<file path="src/rtl/npu.sv">
// npu: small vector/matrix processor. Each instruction walks FETCH -> LATCH ->
// EXEC -> WB. It holds three 16-entry vector register files and a 16-tile matrix
// register file. END_CHAIN parks the core in HALT until the next reset.
module npu #(
    parameter int  PREC             = 8,
    parameter int  LANES            = 4,
    parameter int  DRAM_AWIDTH      = 10,
    parameter int  INSTR_MEM_AWIDTH = 8,
    localparam int DRAM_DWIDTH      = LANES * PREC,
    localparam int INSTR_WIDTH      = 4 + 3 + DRAM_AWIDTH + DRAM_AWIDTH + 3 + DRAM_AWIDTH
) (
    input  logic                        clk,
    input  logic                        reset_npu,
    input  logic [INSTR_WIDTH-1:0]      instruction,
    output logic                        get_instr,
    output logic [INSTR_MEM_AWIDTH-1:0] get_instr_addr,
    input  logic [DRAM_DWIDTH-1:0]      input_data_DRAM,
    output logic [DRAM_DWIDTH-1:0]      output_data_DRAM,
    output logic [DRAM_AWIDTH-1:0]      dram_addr,
    output logic                        dram_write_enable
);
    localparam int AW = DRAM_AWIDTH;

    localparam logic [3:0] OP_VRD   = 4'd1;
    localparam logic [3:0] OP_VWR   = 4'd2;
    localparam logic [3:0] OP_MRD   = 4'd3;
    localparam logic [3:0] OP_MVMUL = 4'd4;
    localparam logic [3:0] OP_VVADD = 4'd5;
    localparam logic [3:0] OP_END   = 4'd7;

    typedef enum logic [2:0] {S_FETCH, S_LATCH, S_EXEC, S_WB, S_HALT} state_e;

    state_e                      state_q;
    logic [INSTR_MEM_AWIDTH-1:0] pc_q;
    logic [INSTR_WIDTH-1:0]      ir_q;

    // Register files are deliberately left out of reset.
    logic [DRAM_DWIDTH-1:0] vrf_q [3][16];
    logic [DRAM_DWIDTH-1:0] mrf_q [16][LANES];

    // Instruction fields.
    logic [3:0]    opcode;
    logic [2:0]    src_id;
    logic [2:0]    dstn_id;
    logic [AW-1:0] op1_addr;
    logic [AW-1:0] op2_addr;
    logic [AW-1:0] dstn_addr;

    assign opcode    = ir_q[3*AW+9 -: 4];
    assign src_id    = ir_q[3*AW+5 -: 3];
    assign op1_addr  = ir_q[3*AW+2 -: AW];
    assign op2_addr  = ir_q[2*AW+2 -: AW];
    assign dstn_id   = ir_q[AW+2 -: 3];
    assign dstn_addr = ir_q[AW-1:0];

    // Only the low four bits of op1 select a register or a tile.
    logic unused_op1;
    assign unused_op1 = ^op1_addr[AW-1:4];

    // Every strobe is gated by reset so that it drops the moment reset rises.
    logic in_exec;
    logic in_wb;
    assign in_exec = (state_q == S_EXEC) && !reset_npu;
    assign in_wb   = (state_q == S_WB)   && !reset_npu;

    // Sequencer: fetch, latch, execute, write back, then advance the PC.
    always_ff @(posedge clk or posedge reset_npu) begin
        if (reset_npu) begin
            state_q <= S_FETCH;
            pc_q    <= '0;
            ir_q    <= '0;
        end else begin
            case (state_q)
                S_FETCH: state_q <= S_LATCH;
                S_LATCH: begin
                    ir_q    <= instruction;
                    state_q <= S_EXEC;
                end
                S_EXEC:  state_q <= (opcode == OP_END) ? S_HALT : S_WB;
                S_WB: begin
                    pc_q    <= pc_q + 1'b1;
                    state_q <= S_FETCH;
                end
                S_HALT:  state_q <= S_HALT;
                default: state_q <= S_FETCH;
            endcase
        end
    end

    assign get_instr      = (state_q == S_FETCH) && !reset_npu;
    assign get_instr_addr = get_instr ? pc_q : '0;

    // Register-file read ports. A vector id above 2 reads as zero.
    logic [DRAM_DWIDTH-1:0] rd_a;
    logic [DRAM_DWIDTH-1:0] rd_b;
    logic [DRAM_DWIDTH-1:0] vec0;

    // Read operand A, operand B, and the VRF0 vector used by MV_MUL.
    always_comb begin
        rd_a = '0;
        rd_b = '0;
        if (src_id <= 3'd2) begin
            rd_a = vrf_q[src_id[1:0]][op1_addr[3:0]];
            rd_b = vrf_q[src_id[1:0]][op2_addr[3:0]];
        end
        vec0 = vrf_q[0][op2_addr[3:0]];
    end

    // Matrix-vector product. Each lane keeps only the low PREC bits of its signed dot product.
    logic [DRAM_DWIDTH-1:0]   mv_res;
    logic [PREC-1:0]          acc;
    logic signed [PREC-1:0]   ea;
    logic signed [PREC-1:0]   eb;
    logic signed [2*PREC-1:0] prod;

    always_comb begin
        mv_res = '0;
        acc    = '0;
        ea     = '0;
        eb     = '0;
        prod   = '0;
        for (int i = 0; i < LANES; i++) begin
            acc = '0;
            for (int j = 0; j < LANES; j++) begin
                ea   = mrf_q[op1_addr[3:0]][i][j*PREC +: PREC];
                eb   = vec0[j*PREC +: PREC];
                prod = (2*PREC)'(ea) * (2*PREC)'(eb);
                acc  = acc + prod[PREC-1:0];
            end
            mv_res[i*PREC +: PREC] = acc;
        end
    end

    // Lane-wise add. Each lane wraps independently modulo 2^PREC.
    logic [DRAM_DWIDTH-1:0] add_res;

    always_comb begin
        add_res = '0;
        for (int i = 0; i < LANES; i++)
            add_res[i*PREC +: PREC] = rd_a[i*PREC +: PREC] + rd_b[i*PREC +: PREC];
    end

    // VRF write port. The ALU results land in EXEC and DRAM loads land in WB.
    logic                   vwr_en;
    logic [1:0]             vwr_id;
    logic [3:0]             vwr_addr;
    logic [DRAM_DWIDTH-1:0] vwr_data;
    logic                   mwr_en;

    always_comb begin
        vwr_en   = 1'b0;
        vwr_id   = dstn_id[1:0];
        vwr_addr = dstn_addr[3:0];
        vwr_data = '0;
        mwr_en   = 1'b0;
        if (in_exec && opcode == OP_MVMUL) begin
            vwr_en   = (dstn_id <= 3'd2);
            vwr_data = mv_res;
        end else if (in_exec && opcode == OP_VVADD) begin
            vwr_en   = (dstn_id <= 3'd2);
            vwr_data = add_res;
        end else if (in_wb && opcode == OP_VRD) begin
            vwr_en   = (src_id <= 3'd2);
            vwr_id   = src_id[1:0];
            vwr_addr = op1_addr[3:0];
            vwr_data = input_data_DRAM;
        end
        if (in_wb && opcode == OP_MRD)
            mwr_en = (int'(src_id[1:0]) < LANES);
    end

    // Register-file storage. It has no reset, so its contents survive a reset.
    always_ff @(posedge clk) begin
        if (vwr_en)
            vrf_q[vwr_id][vwr_addr] <= vwr_data;
        if (mwr_en)
            mrf_q[op1_addr[3:0]][src_id[1:0]] <= input_data_DRAM;
    end

    // DRAM side. These outputs are driven only during EXEC and are zero in every other state.
    always_comb begin
        dram_addr         = '0;
        output_data_DRAM  = '0;
        dram_write_enable = 1'b0;
        if (in_exec) begin
            if (opcode == OP_VRD || opcode == OP_MRD) begin
                dram_addr = op2_addr;
            end else if (opcode == OP_VWR) begin
                dram_addr         = dstn_addr;
                output_data_DRAM  = rd_a;
                dram_write_enable = 1'b1;
            end
        end
    end
endmodule

</file>
<file path="config.mk">
export PLATFORM = sky130hd
export DESIGN_NAME = npu
export DESIGN_NICKNAME = d
export VERILOG_FILES = /design/src/rtl/npu.sv
export SDC_FILE = /design/constraint.sdc
export NUM_CORES = 2
export LEC_CHECK = 0
export CORE_AREA = 3 3 727 729
export CTS_CLUSTER_DIAMETER = 100
export DETAILED_ROUTE_END_ITERATION = 10
export DIE_AREA = 0 0 730 732
export GPL_ROUTABILITY_DRIVEN = 0
export PLACE_DENSITY = 0.48
export SYNTH_ARGS = -nofsm -noshare
export SYNTH_HDL_FRONTEND = slang
export SYNTH_SLANG_ARGS = --single-unit
</file>
<file path="constraint.sdc">
create_clock -name clk -period 12.5 [get_ports clk]
set_input_delay 3.125 -clock clk [delete_from_list [all_inputs] [get_ports clk]]
set_output_delay 3.125 -clock clk [all_outputs]
set_load 0.02 [all_outputs]
</file>
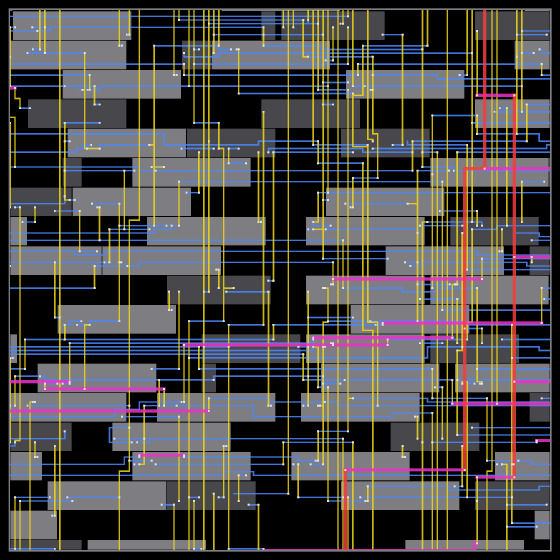
detail.png
Region (158, 524) to (208, 574) um. Cells in grey, sequential cells in the stronger grey; small squares are vias.
metal 1 -> blue
metal 4 -> red
metal 2 -> yellow
metal 3 -> magenta
most frequent = edfxtp_1 (32), mux4_2 (8), clkbuf_16 (5)
cells with their middle in the window = 52
sequential cells in the window = 32
netlist names of flops here include = mrf_q (32)

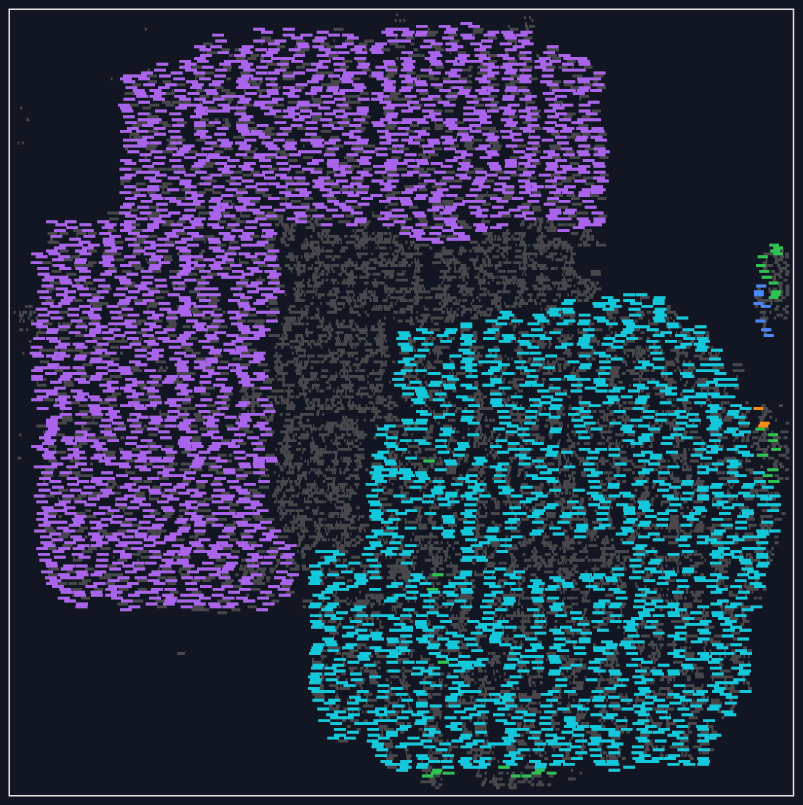
flops_by_reg.png
Other cells in grey.
pc_q -> blue  # sequential cells 8
ir_q -> green  # sequential cells 34
vrf_q -> cyan  # sequential cells 1536
state_q -> orange  # sequential cells 3
mrf_q -> purple  # sequential cells 2048
sequential share of cell area: 0.568
Seq. cell area: 0.109 mm2
Final Util: 0.366

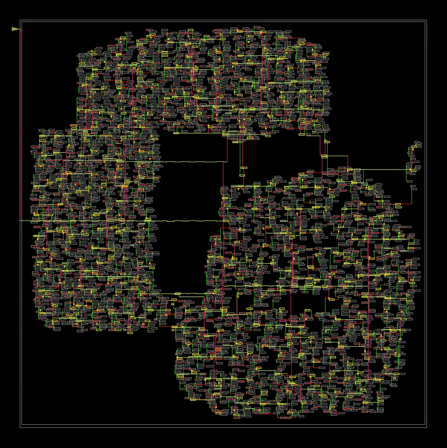
clocks.png
Clock Latency Late Sink: 1.04 ns
sinks on the clock net: 3629
Flop Count: 3629

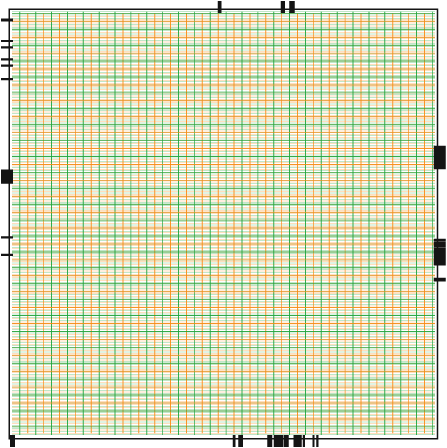
power_grid.png
Pins as bars on the die edge.
VSS -> green
VDD -> orange
met5 straps = 53
rows = 266
met1 rails = 267
Die Height: 732 um

==> summary.txt <==
The full implementation flow was run.

The horizontal die dimension stands at 730 um. The via count normalized by instance count stands at 5.49. The tally of filler cells in the layout stands at 48652. The floorplan row count stands at 266. Buffers inserted during clock tree synthesis total 404. Among logic cells in the layout, the one with the most instances is sky130_fd_sc_hd__edfxtp_1. The run finished, with violations left. For this floorplan the total number of well-tap instances is 6968.

Recorded from the global router log, the overflow total was 0. The peak fanout along the critical path stands at 48. Synthesis handed over a netlist of 9614 instances. The placed instances occupy a cell area of 0.179 mm2. By count the netlist is led by sky130_fd_sc_hd__edfxtp_1, sky130_fd_sc_hd__mux4_2, sky130_fd_sc_hd__nor2_1, sky130_fd_sc_hd__mux2i_1, sky130_fd_sc_hd__a21oi_1. The wire length of the first global-routing pass stands at 819000 um.

For hold timing, the worst endpoint is pc_q[7]. The count of buffering cells on the critical path with inverters included stands at 7. Dividing the final minimum period by the clock period gives 0.912. The timing report gives the clock slew at the launch and capture registers of the worst setup and hold paths as 0.06 ns. Counting pins that exceed their max-slew limit in the final report gives 6.

The multi-input gate share of the layout cell area stands at 0.286. Yosys reports a chip area of 0.167 mm2. The area fraction in and, or, nand and nor cells stands at 0.0423.

The total non-filler cell area in the finished layout stands at 0.192 mm2. In this build the clock could be raised as far as 87.7 MHz. The final reports fail on max-capacitance violations, max-slew violations. Signal nets in the final route climb as high as met5.

The number of nets in the synthesized netlist is 10297. Note that the worst hold path type here is reg -> reg. The clock-cell share of area stands at 0.0676. The clock arrives with 0.111 ns of skew. The global routing usage on met2 stands at 0.350.

Gates resized during post-CTS repair numbered 0. The actual transition at the worst max-transition pin stands at 1.56 ns. The cell that appears most often on the critical path is sky130_fd_sc_hd__fa_1. Max-cap violations in this run came to 1.

The worst register-to-register path begins at ir_q[14].
